Figure 1. Port wiring (run 1).
Scale: 3 px per µm.
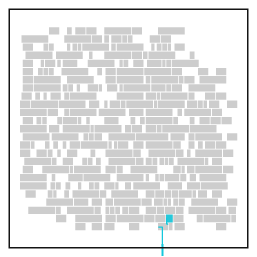
Figure 2. Cell placement (run 1).
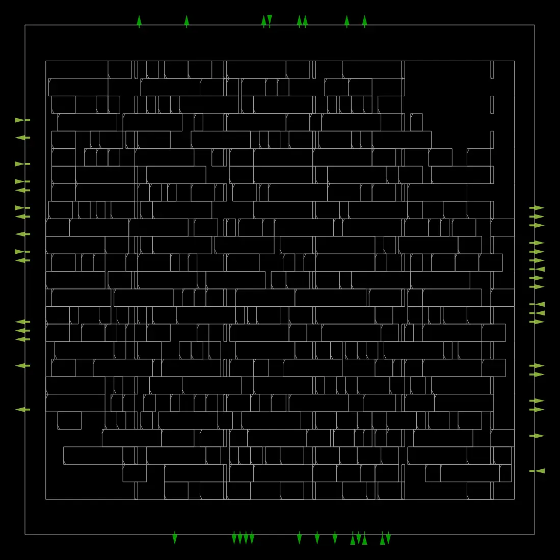
Figure 3. Metal layers overlaid (run 1).
Scale: 6 px per µm. Two of the layers only.
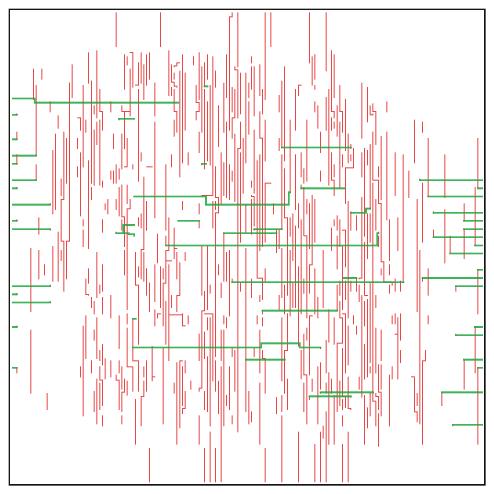
===== config.mk =====
export PLATFORM = sky130hd
export DESIGN_NAME = byte_packer
export DESIGN_NICKNAME = d
export VERILOG_FILES = /design/src/rtl/byte_packer.sv
export SDC_FILE = /design/constraint.sdc
export NUM_CORES = 1
export LEC_CHECK = 0
export ABC_CLOCK_PERIOD_IN_PS = 7500
export CORE_MARGIN = 3
export CORE_UTILIZATION = 56
export CTS_CLUSTER_SIZE = 24
export DETAILED_ROUTE_END_ITERATION = 7
export PLACE_DENSITY = 0.84
export SYNTH_ARGS = -nofsm -noshare
export SYNTH_HDL_FRONTEND = slang
export SYNTH_SLANG_ARGS = --single-unit

===== constraint.sdc =====
create_clock -name clock -period 7.5 [get_ports clock]
set_clock_uncertainty 0.15 [all_clocks]
set_input_delay 1.5 -clock clock [delete_from_list [all_inputs] [get_ports clock]]
set_output_delay 1.5 -clock clock [all_outputs]
set_load 0.02 [all_outputs]

===== src/rtl/byte_packer.sv =====
// rtl/byte_packer.sv - packs a byte stream into LANES-byte words with flush and lane mask
//
// Purpose:
//   Collects bytes from the byte selector stage into an accumulator and moves
//   each completed (or flushed partial) word into an output register for the
//   word-wide sink.
//
// Ports:
//   clock         rising-edge clock
//   reset         asynchronous active-low reset
//   io_in_valid   byte available
//   io_in_ready   packer accepts a byte this cycle
//   io_in_bits    byte data
//   io_flush      one-cycle request to emit the current partial word
//   io_out_valid  output register holds a word
//   io_out_ready  sink accepts the word this cycle
//   io_out_bits   packed word, unfilled lanes zero
//   io_out_mask   one bit per valid lane
//   io_count      bytes currently in the accumulator
module byte_packer #(
  parameter int LANES         = 4,
  parameter bit LITTLE_ENDIAN = 1'b1
) (
  input  logic                         clock,
  input  logic                         reset,
  input  logic                         io_in_valid,
  output logic                         io_in_ready,
  input  logic [7:0]                   io_in_bits,
  input  logic                         io_flush,
  output logic                         io_out_valid,
  input  logic                         io_out_ready,
  output logic [8*LANES-1:0]           io_out_bits,
  output logic [LANES-1:0]             io_out_mask,
  output logic [$clog2(LANES+1)-1:0]   io_count
);

  localparam int CW = $clog2(LANES + 1);
  localparam int W  = 8 * LANES;
  localparam logic [CW-1:0] LAST = CW'(LANES - 1);
  localparam logic [CW-1:0] FULL = CW'(LANES);

  logic [W-1:0]     acc;
  logic [CW-1:0]    count;
  logic [W-1:0]     obits;
  logic [LANES-1:0] omask;
  logic             ovalid;
  logic             flush_pend;
  // Held low by reset so io_in_ready stays 0 until the first edge after release.
  logic             run;

  logic             slot_free;
  logic             in_fire;
  logic             out_fire;
  logic [CW-1:0]    eff_count;
  logic [W-1:0]     acc_new;
  logic [LANES-1:0] mask_part;
  logic             flush_req;
  logic             word_done;
  logic             partial;
  logic             part_go;
  logic             part_wait;
  logic             load;

  assign slot_free = !ovalid || io_out_ready;
  // count never exceeds LAST, so "count != LAST" means count < LANES-1.
  assign io_in_ready = run && !flush_pend && ((count != LAST) || slot_free);
  assign in_fire   = io_in_valid && io_in_ready;
  assign out_fire  = ovalid && io_out_ready;
  assign eff_count = count + {{(CW-1){1'b0}}, in_fire};

  always_comb begin
    acc_new = acc;
    for (int i = 0; i < LANES; i++) begin
      if (in_fire) begin
        if (LITTLE_ENDIAN) begin
          if (i == int'(count)) acc_new[i*8 +: 8] = io_in_bits;
        end else begin
          if (i == LANES - 1 - int'(count)) acc_new[i*8 +: 8] = io_in_bits;
        end
      end
    end
  end

  always_comb begin
    mask_part = '0;
    for (int i = 0; i < LANES; i++) begin
      if (LITTLE_ENDIAN) mask_part[i] = (i < int'(eff_count));
      else               mask_part[i] = (i >= LANES - int'(eff_count));
    end
  end

  assign flush_req = io_flush || flush_pend;
  assign word_done = in_fire && (count == LAST);
  assign partial   = flush_req && (eff_count != '0) && (eff_count != FULL);
  assign part_go   = partial && slot_free;
  assign part_wait = partial && !slot_free;
  assign load      = word_done || part_go;

  always_ff @(posedge clock or negedge reset) begin
    if (!reset) begin
      acc        <= '0;
      count      <= '0;
      obits      <= '0;
      omask      <= '0;
      ovalid     <= 1'b0;
      flush_pend <= 1'b0;
      run        <= 1'b0;
    end else begin
      run <= 1'b1;
      // A pending flush is only kept while a partial word waits for the slot;
      // every other flush outcome (empty, completed, moved) clears it.
      flush_pend <= part_wait;
      if (load) begin
        obits  <= acc_new;
        omask  <= word_done ? {LANES{1'b1}} : mask_part;
        ovalid <= 1'b1;
        acc    <= '0;
        count  <= '0;
      end else begin
        if (out_fire) ovalid <= 1'b0;
        acc   <= acc_new;
        count <= eff_count;
      end
    end
  end

  assign io_out_valid = ovalid;
  assign io_out_bits  = obits;
  assign io_out_mask  = omask;
  assign io_count     = count;

endmodule


==> run notes, run 1 <==
Physical design

The initial core utilization stands at 60.4%. Looking at area per cell type in the netlist, the leader is sky130_fd_sc_hd__dfrtp_1. The met3 track utilization from global routing stands at 5.78%. The maximum clock path buffer count stands at 2. The number of buffer and inverter instances along the worst setup path stands at 2. Per the TritonCTS log, the buffer count is 9.

The tool warning count for the run is 26. Leaving out fill and tap cells, the most frequent cells in the layout are sky130_fd_sc_hd__dfrtp_1, sky130_fd_sc_hd__clkdlybuf4s50_1, sky130_fd_sc_hd__mux2i_1. The non-clock inverters instantiated in the layout total 0.

The final design was reported to hold multi-input combinational gates totalling approximately 160. The slack of the worst reg-to-reg path stands at slightly above 4 ns. The setup path with the least slack is of type primary input to primary output. The clock network power share stands at a little under a fifth. Once detail routing completed, the nets flagged for antenna violations numbered 0. Combinational logic burns 42.2% of the power. The cell-mix breakdown from Yosys lists the adder-cell area share as less than 1%. At the placement stage, the worst setup path has a slack of about 2.6 ns. The number of synthesis warnings stands at 0. The number of clock sinks came to about 74. The vertical die dimension reported for this design is around 79 µm. The most critical min-delay path falls under register to register. The internal power component stands at roughly 1 mW. The maximum number of pins on one net before global-route repair stands at ~75.

The worst path uses between 60% and 70% of the clock period. Per the skew report, the later register of the worst-skew pair sees a clock latency of about 0.33 ns. The final critical delay including setup and external delays stands at approximately 4.8 ns. Counting flops with an async set or reset pin after synthesis yields a share of 100%. The maximum clock frequency stands at between 0.2 and 0.25 GHz. The met1 global-route usage stands at 31.4%. The area of placed instances stands at 3510 µm². Per report_power, the sequential group accounts for around two fifths of the total.

The floorplan step defined a core boundary enclosing between 4000 and 5000 µm². The minimum hold slack stands at 0.328 ns. Max fanout on the critical path was recorded as 6.

The clock network contribution to total cell area stands at 5.33%. TritonCTS built the clock tree. The number of H-tree branching levels stands at 3. Setup slack on the critical path of the routed design comes to approximately 2.7 ns. In this run the layout overhead on the synthesized area is reported as 24.1%.

The detailed router finished its first iteration with 126 violations. The final number of setup-violating endpoints stands at 0. The number of antenna violations at the first check in global routing came to 0. The number of global-route vias before repair stands at between 2k and 2.5k.

The number of cell instances after yosys synthesis stands at 255. The run finished with clean final reports. The fraction of the mapped netlist area in compound gates stands at 6.29%.

Before any placement, the netlist area is recorded as roughly 3000 µm². Across the whole layout, storage elements account for 1850 µm². Counting every instance in the synthesized netlist gives ~260. The overall power consumption stands at roughly 1.6 mW. The cell sequence reported for the critical path is clkdlybuf4s50_1 -> nand2b_1 -> nor3_1 -> nor3b_1 -> clkdlybuf4s50_1. The measured slew at the worst slew-check pin stands at 0.887 ns.

Multi-input logic gates represent a cell area share of a little over a quarter. The chip footprint stands at around 6200 µm². Looking at the area split, the leading class of cells is registers.

Detailed placement ended at an HPWL of between 4000 and 5000 µm. The post-route netlist has roughly 6.8% of its cells at a drive strength greater than 1. The post-route non-filler standard cell count stands at around 380.

The number of buffers other than clock buffers in the final layout stands at between 50 and 60. Per the synth stats, the flop cell with the highest instance count is sky130_fd_sc_hd__dfrtp_1. In this run the post-CTS setup repair buffer count came out at 0. The first detailed-routing pass took 4 iterations. The tree is rooted in a sky130_fd_sc_hd__clkbuf_8. The total DRC errors in the routed layout stands at 0. Per the final report, max-transition violations number 0. The register bit count reported by yosys stands at between 70 and 80. Dividing the detail-routed via count by the number of cells gives about 5.6. In the final layout, non-clock buffers account for 15.2% of the cell area. The core utilization of the finished layout stands at between 70% and 80%. The top cell type by area accounts for a little over 60% of the synthesized area. The number of enable flip-flop cells stands at 0. The count of cells resized by post-cts repair stands at 0.

The area figure in the yosys stat output stands at 2990 µm². The area share of xor/xnor cells in the synthesized design stands at 0.293%. Multiplexer cells account for a little over a tenth of the synthesized area. The tally of max-capacitance violations stands at 0.
## Picture notes: Figure 1
legend:
  cyan:
    port: io_out_ready
    bits: 1
    direction: input
    edge: bottom
    end_cells: 1
    buffers: 1
    wire: 10.2 µm
IO Pins: 54
input/output buffers: 53

## Picture notes: Figure 2
final-layout fill cell count: 356
Seq/total area: 50.0%
Taps Inserted: 67

## Picture notes: Figure 3
legend:
  red:
    layer: M2
    wire_length: 3110 µm
  green:
    layer: M3
    wire_length: 365 µm
Detailed Route WL: 6490 µm
detailed-route wire length per cell: 17.2 µm

[run 1: power by group through the flow]
stage / logic, mW / registers, mW / clock network (mW)
after CTS: 0.687 / 0.622 / 0.311
after floorplan: 0.313 / 0.728 / 0
after detailed placement: 0.676 / 0.625 / 0
after global placement: 0.659 / 0.622 / 0
final: 0.678 / 0.622 / 0.308
after global routing: 0.739 / 0.640 / 0.326
[run 1: final timing paths]
path                                startpoint  depth (start not counted)               to
worst max-delay path              io_out_ready                          5      io_in_ready
worst min-delay path            io_out_mask[0]                          1   io_out_mask[0]
worst max register to register     io_count[1]                         12  io_out_bits[20]
max in group asynchronous                reset                          2           acc[9]
min in group asynchronous                reset                          2       flush_pend
worst min register to register  io_out_mask[0]                          1   io_out_mask[0]
Figure 4. Ports around the boundary (run 1).
Scale: 6 px per µm. Pins as bars across the die edge, other pins in gray.
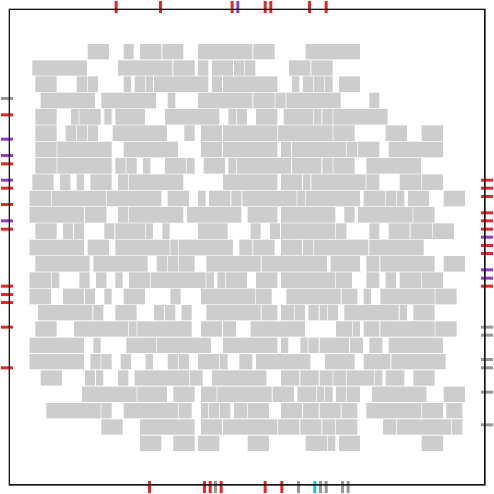

## Run 2: what changed since run 1
- ABC_CLOCK_PERIOD_IN_PS: 7500 -> 3850
- CORE_UTILIZATION: 56 -> 47
- PLACE_DENSITY: 0.84 -> 0.76
- clock period: 7.5 -> 3.85 ns (I/O delays scaled with it)
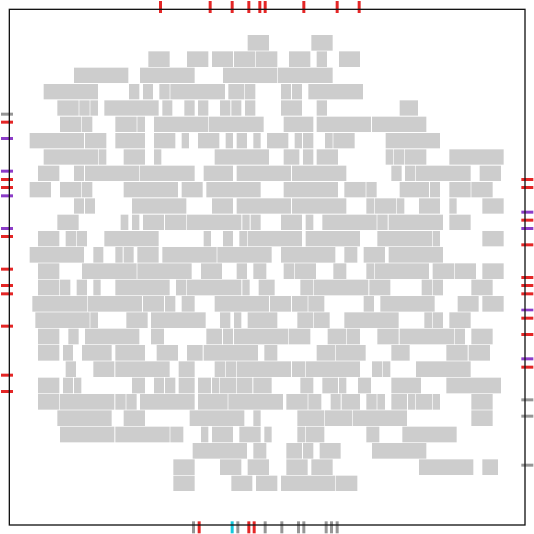
Figure 5: run 2, ports around the boundary.
Scale: 6 px per µm. Pins as bars across the die edge, other pins in gray.
legend:
  red:
    port: io_out_bits
    pins: 32
    direction: output
    edge: 10 left, 10 right, 9 top, 3 bottom
  cyan:
    port: io_out_ready
    pins: 1
    direction: input
    edge: bottom
  purple:
    port: io_in_bits
    pins: 8
    direction: input
    edge: 4 left, 4 right
all pins by edge: 17 right, 15 left, 13 bottom, 9 top
horizontal die dimension: 85.7 µm
Die Height: 85.7 µm

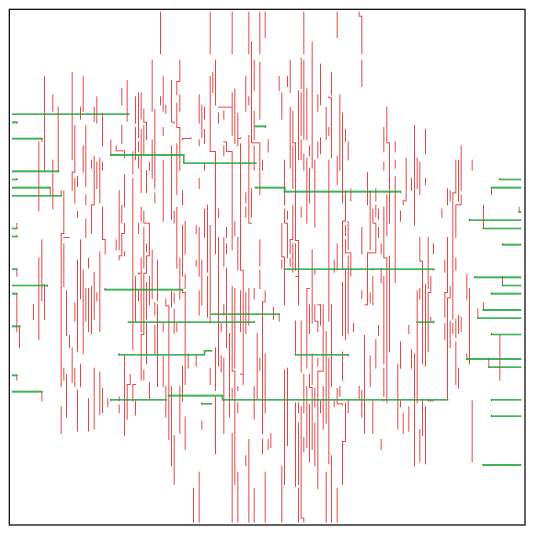
Figure 6: run 2, metal layers overlaid.
Scale: 6 px per µm. Two of the layers only.
total track usage: 18.9%
Detailed Route WL: 6200 µm
total via count after detailed routing: 2059

==> run 2 against run 1 <==
Net effect:
- flip-flop count unchanged
- design area up 0.64%
- sequential power up 93%
- largest cell class unchanged
- largest power group unchanged
==> run notes, run 2 <==
Physical design

The final routed wire length divided by cell count stands at 16.0 µm (-7.2%). The maximum clock frequency stands at 0.300 GHz. The measured slew at the worst slew-check pin stands at 0.902 ns (+0.0147 ns).

The number of stages on the worst hold path stands at 1 (unchanged). Broken down by cell family, the worst path's largest delay share belongs to buffers and inverters. According to the timing report, the critical path is launched from io_out_ready. The tally of max-capacitance violations came to 0 (unchanged). CTS placed an instance of sky130_fd_sc_hd__clkbuf_8 at the clock tree root. The area of placed instances was 3540 µm² (+1.0%). The number of H-tree branching levels stands at 3 (unchanged). The number of buffer and inverter instances along the worst setup path stands at 2 (unchanged). The area figure in the yosys stat output stands at 2990 µm² (unchanged).

The flow ran to the end, and the final reports show no timing, DRC or antenna violations. In this run, the synthesized area fraction spent on and/or/nand/nor cells is recorded as approximately 15%. The routed via count divided by cell count stands at 5.31 (-5.9%). The sum of net half-perimeters after detailed placement is 4160 µm (+4.0%). The total DRC errors in the routed layout stands at 0 (unchanged). The worst stage delay on the critical path stands at 0.67 ns. The chip footprint stands at 7340 µm² (+18%). The number of global-route vias before repair stands at 2088 (-6.1%). The worst setup slack before clock tree synthesis came to 0.143 ns (-2.44 ns).

The critical path's slowest stage uses the library cell sky130_fd_sc_hd__clkdlybuf4s50_1. The post-CTS repair timing setup buffer count is 0 (unchanged). Setup repair after global routing left no endpoint under its margin.

The core utilization of the finished layout stands at 61.9% (-13 points). The area share of xor/xnor cells in the synthesized design stands at 0.293% (unchanged). The final critical path takes up slightly below 90% of the cycle. The mux share of post-synthesis cell area stands at 10.7% (unchanged). In this run the critical register-to-register path is captured at io_out_bits[26]. The fraction of the mapped netlist area in compound gates stands at 6.29% (unchanged). The number of nets produced by synthesis stands at between 200 and 300. Listed in order, past its start point the critical path passes clkdlybuf4s50_1 -> nand2b_1 -> nor3_1 -> nor3b_1 -> clkdlybuf4s50_1. The net total in the final layout stands at 323. The area fraction of the dominant cell type after synthesis was 62.0% (unchanged).

Summing all multi-input logic gate instances after layout gives between 1000 and 1500 µm². The biggest area contributor in the post-synthesis netlist is sky130_fd_sc_hd__dfrtp_1. The commonest register cell is sky130_fd_sc_hd__dfrtp_1. The placer congestion estimate stands at between 0.8 and 0.9. The minimum hold slack stands at 0.332 ns (+0.00368 ns). The depth of the most critical reg-to-reg path is 10 (-2). The initial DRC count stands at 108 (-14%). For the worst setup path, the data required time is between 2 and 3 ns. The fraction of layout instances using a drive strength above 1 stands at 8.63% (+1.9 points). The number of synthesis warnings is 0 (unchanged). The post-route worst setup slack stands at 0.518 ns (-2.22 ns). The count of boundary I/O pins stands at 54 (unchanged).

The maximum clock path buffer count stands at 2 (unchanged). In this run the critical register-to-register path is launched from io_out_valid. The filler cell count stands at 515 (+45%). Looking at hold timing, the worst path starts from io_out_mask[0]. According to the hold report, the worst path is of the register to register type. Hold repair after CTS inserted 0 buffers. The final max-slew violation count was 0 (unchanged).

On the worst setup and hold paths after CTS, the clock-pin slew comes to 0.08 ns. By instance count, the cell type seen most on the critical path is sky130_fd_sc_hd__clkdlybuf4s50_1. The synthesized area stands at 2990 µm² (unchanged). Looking at the hold checks, the worst path lands on io_out_mask[0]. For reference, the most critical setup path is categorized as primary input to primary output. The sequential cell area stands at 1850 µm² (unchanged). The clock latency on the worst-skew pair stands at 0.34 ns (about the same). The count of cells resized by post-cts repair stands at 0 (unchanged). The library cells used most frequently in the layout, excluding fill and tap cells, are sky130_fd_sc_hd__dfrtp_1, sky130_fd_sc_hd__clkdlybuf4s50_1, sky130_fd_sc_hd__mux2i_1. The final layout reports a setup TNS of 0 ns. Following the worst setup path forward leads to its endpoint at io_in_ready.

The maximum number of pins on one net before global-route repair stands at 75 (unchanged). The initial core utilization was 49.5% (-11 points). The adder-cell area share of the yosys netlist came to 0.838% (unchanged). The post-route non-filler standard cell count was 388 (+2.9%). The number of antenna violations at the first check in global routing came to 0 (unchanged). The number of detailed-routing iterations run before antenna repair stands at 4 (unchanged). The tally of OpenROAD warnings came to 26 (unchanged). The count of antenna-violating nets left after detailed routing is 0 (unchanged). The number of cell instances after yosys synthesis was 255 (unchanged).

The slack of the worst reg-to-reg path stands at 1.04 ns (-3.08 ns). The final number of setup-violating endpoints came to 0 (unchanged). The TritonCTS sink count stands at 74 (unchanged).

The commonest cells after synthesis are sky130_fd_sc_hd__dfrtp_1, sky130_fd_sc_hd__mux2i_1, sky130_fd_sc_hd__nor3_1, sky130_fd_sc_hd__a21oi_1, sky130_fd_sc_hd__nor2_1. The cell depth of the worst setup path is 5 (unchanged). The synthesis-to-finish area growth stands at 24.9%. TritonCTS built the clock tree. The total CTS buffers stands at 9 (unchanged).

The proportion of register bits with asynchronous set or reset after synthesis stands at 100% (unchanged). The register bit count reported by yosys stands at 74 (unchanged). The placeable core area stands at 6030 µm² (+22%). The number of enable flip-flop cells stands at 0 (unchanged).

The instance tally after logic synthesis came to 255 (unchanged). The maximum fanout along the worst path stands at 6 (unchanged). The overall power consumption came to 3.09 mW (+92%). The final critical delay including setup and external delays stands at ~3.3 ns. The tally of buffers added on design ports was 53 (unchanged).
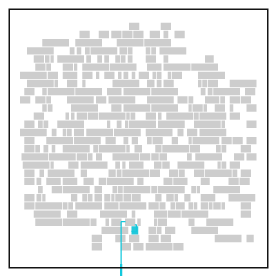
Figure 7: run 2, port wiring.
Scale: 3 px per µm.

[run 2: netlist changes by cell type in the layout (fill, tap and decap cells not counted), sizes merged]
cell,before,now
buf,6,9
clkinvlp,0,3
inv,0,2
bufinv,1,0
clkbuf,14,10
[run 2: layout make-up]
class	count	area share (%)
clock buffer	10	3.69
tap	75	2.52
sequential	74	49.6
clock inverter	6	1.31
multi-input combinational	162	27.1
timing repair buffer	61	15.8
[run 2: report_power, final]
group	internal (mW)	switching (mW)	leakage (nW)
registers	1.06	0.148	0.952
clock network	0.257	0.301	0.0855
logic	0.602	0.731	0.746
total	1.92	1.18	1.78
[run 2: metal layers]
layer / GRT usage (%) / part of all wire [%]
met1: 27.1 / 46
met2: 27.8 / 47
met3: 5.67 / 5.8
met4: 6.04 / 1.3
met5: 0 / 0
Figure 8. Drive-strength map (run 2).
Scale: 6 px per µm.
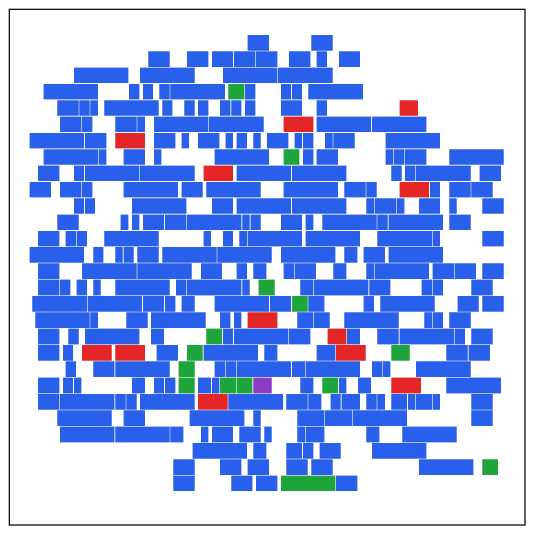

## Run 3: what changed since run 2
- RECOVER_POWER: unset -> 100
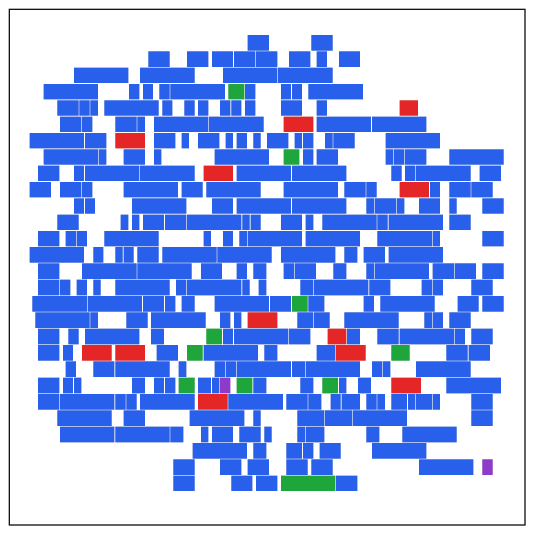
Figure 9: run 3, drive-strength map.
Scale: 6 px per µm.
legend:
  purple:
    size: x2
    cells: 2
    share: 0.64%
    most_used: clkbuf_2
  green:
    size: x3 and x4
    cells: 10
    share: 3.2%
    most_used: buf_4
  red:
    size: x6 and larger
    cells: 12
    share: 3.8%
    most_used: clkbuf_8
  blue:
    size: x1 and smaller
    cells: 289
    share: 92%
    most_used: dfrtp_1
final instance area: 3710 µm²
fin worst setup slack: 0.476 ns

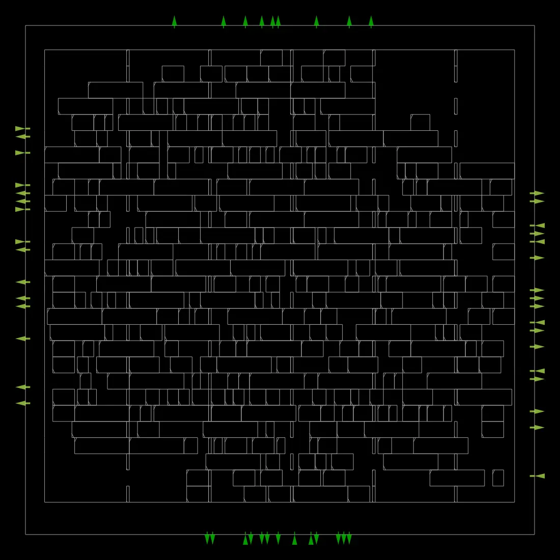
Figure 10: run 3, cell placement.
flop count: 74
final-layout fill cell count: 518

==> run 3 against run 2 <==
Net effect:
- the run now ends with capacitance limit, slew limit left
- register-to-register slack worse by 0.02 ns
- design area down 0.40%
- maximum frequency down 1.3%
- clock power about the same
- worst hold slack worse by 0.0054 ns
- non-clock buffer count unchanged
- total power down 2.8%
- critical path type unchanged
==> run notes, run 3 <==
Physical design

The run finished, with violations left. The checks that failed: capacitance limit, slew limit. The maximum number of pins on one net before global-route repair stands at 75 (unchanged). The number of cell instances after yosys synthesis stands at 255 (unchanged). The horizontal die dimension was 85.7 µm (unchanged). The chip footprint stands at 7340 µm² (unchanged). OpenSTA lists the critical path startpoint as io_out_ready. The maximum fanout along the worst path stands at 6 (unchanged). The TritonCTS sink count was 74 (unchanged).

By startpoint and endpoint, the worst setup path is classified as primary input to primary output. The endpoint of the worst hold path is reported as io_out_mask[0]. The sum of net half-perimeters after detailed placement came to 4160 µm (unchanged). The clock-pin slew reported for the worst setup and hold paths after clock tree synthesis stands at 0.08 ns (about the same).

The area fraction of the dominant cell type after synthesis came to 62.0% (unchanged). The count of boundary I/O pins stands at 54 (unchanged). The most common logic cells in the final layout are sky130_fd_sc_hd__dfrtp_1, sky130_fd_sc_hd__dlygate4sd3_1, sky130_fd_sc_hd__mux2i_1. Looking at the reg2reg group, the worst path starts from io_out_valid. The synthesized area came to 2990 µm² (unchanged).

The depth of the most critical reg-to-reg path stands at 10 (unchanged). The final number of setup-violating endpoints came to 0 (unchanged). The register bit count reported by yosys came to 74 (unchanged). The number of stages on the worst hold path came to 1 (unchanged). The routed via count divided by cell count came to 5.32 (+0.24%). By count the netlist is led by sky130_fd_sc_hd__dfrtp_1, sky130_fd_sc_hd__mux2i_1, sky130_fd_sc_hd__nor3_1, sky130_fd_sc_hd__a21oi_1, sky130_fd_sc_hd__nor2_1. The initial core utilization stands at 49.5% (unchanged). The core utilization of the finished layout stands at 61.6% (-0.25 points). The mux share of post-synthesis cell area stands at 10.7% (unchanged).

The total DRC errors in the routed layout came to 0 (unchanged). The post-cts hold-fix buffer tally came to 0 (unchanged). Looking at the reg2reg group, the worst path ends at io_out_mask[0].

The worst setup path is captured at a primary output. The root buffer cell chosen for the clock tree is sky130_fd_sc_hd__clkbuf_8. The post-CTS repair timing setup buffer count is 0 (unchanged). The final wirelength was 6190 µm (-0.19%). The tally of max-capacitance violations stands at 1 (+1). The period utilization was 87.6% (+1.1 points). The cell depth of the worst setup path stands at 5 (unchanged). The critical path goes through clkdlybuf4s50_1 -> nand2b_1 -> nor3_1 -> nor3b_1 -> dlygate4sd3_1. The number of H-tree branching levels stands at 3 (unchanged). The placeable core area came to 6030 µm² (unchanged).

The final sum of negative setup slack came to 0 ns (unchanged). In this run the most critical hold path is launched from io_out_mask[0]. The count of cells resized by post-cts repair came to 0 (unchanged). The post-route non-filler standard cell count was 388 (unchanged). The number of nets produced by synthesis stands at 270 (unchanged).

The clock latency on the worst-skew pair came to 0.35 ns (about the same). The instance tally after logic synthesis was 255 (unchanged). The maximum clock frequency is 0.296 GHz (-1.3%).

The initialized floorplan defines 28 standard-cell rows. The net total in the final layout stands at 323 (unchanged). The area of placed instances stands at 3540 µm² (unchanged). The number of enable flip-flop cells was 0 (unchanged).

The number of vias after detailed routing was 2064 (+0.24%). The count of antenna-violating nets left after detailed routing stands at 0 (unchanged). The tally of OpenROAD warnings stands at 26 (unchanged). The slowest stage of the critical path is the sky130_fd_sc_hd__dlygate4sd3_1 cell. The y dimension of the die stands at 85.7 µm (unchanged). The measured slew at the worst slew-check pin was 1.77 ns (+0.871 ns). The placer congestion estimate came to 0.815 (unchanged). The final routed wire length divided by cell count stands at 16.0 µm (-0.19%). Per the run report, area growth between synthesis and finish was 24.4%. The number of synthesis warnings is 0 (unchanged). The adder-cell area share of the yosys netlist came to 0.838% (unchanged). The area figure in the yosys stat output stands at 2990 µm² (unchanged). The final critical delay including setup and external delays was 3.37 ns (+0.0428 ns). The worst stage delay on the critical path stands at 0.72 ns (+0.05 ns). The final max-slew violation count stands at 75 (+75).

The type recorded for the worst min-delay path is register to register. Looking at the cell usage after synthesis, the top flip-flop cell is sky130_fd_sc_hd__dfrtp_1. The post-synthesis simple-gate area fraction stands at 15.5% (unchanged). The total CTS buffers stands at 9 (unchanged). The worst setup slack before clock tree synthesis is 0.143 ns (unchanged). The proportion of register bits with asynchronous set or reset after synthesis came to 100% (unchanged).

The slack of the worst reg-to-reg path came to 1.02 ns (-0.02 ns). TritonCTS built the clock tree. The initial DRC count is 121 (+12%). STA classifies the critical path startpoint as a primary input. Setup repair after global routing left no endpoint under its margin.

According to the timing report, the critical path is captured at io_in_ready.
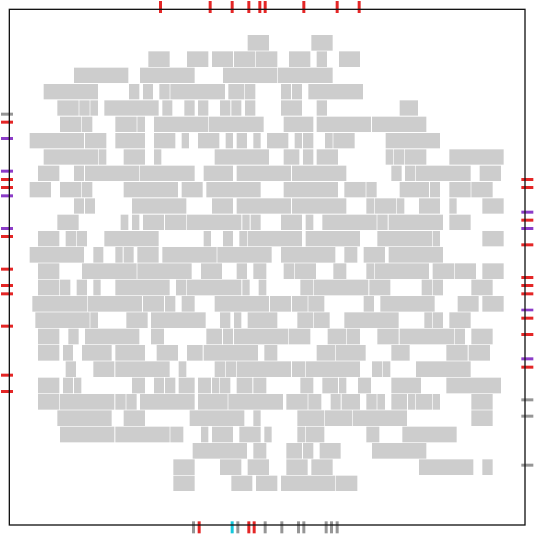
Figure 11: run 3, ports around the boundary.
Scale: 6 px per µm. Pins as bars across the die edge, other pins in gray.

[run 3: layout make-up]
cell class / count / area, µm²
Tap cell: 75 / 93.8
Fill cell: 518 / 2310
Clock buffer: 10 / 138
Clock inverter: 6 / 48.8
Multi-Input combinational cell: 162 / 1010
Timing Repair Buffer: 61 / 576
Sequential cell: 74 / 1850
[run 3: power by group]
part	switching, mW	total (mW)	leakage [nW]	internal [mW]
Clock	0.303	0.559	0.0855	0.257
Sequential	0.140	1.20	0.952	1.06
Combinational	0.730	1.25	0.769	0.520
Total	1.17	3.01	1.81	1.83
[run 3: metal layers]
layer	part of all wire [%]	track usage, %	up-vias
met1	47	27.1	1028
li1	-	-	978
met4	1.3	6.04	0
met5	0	0	-
met3	4.8	5.67	8
met2	47	27.8	50
Power figures rest on the tool's default switching activity, not on a simulated workload.
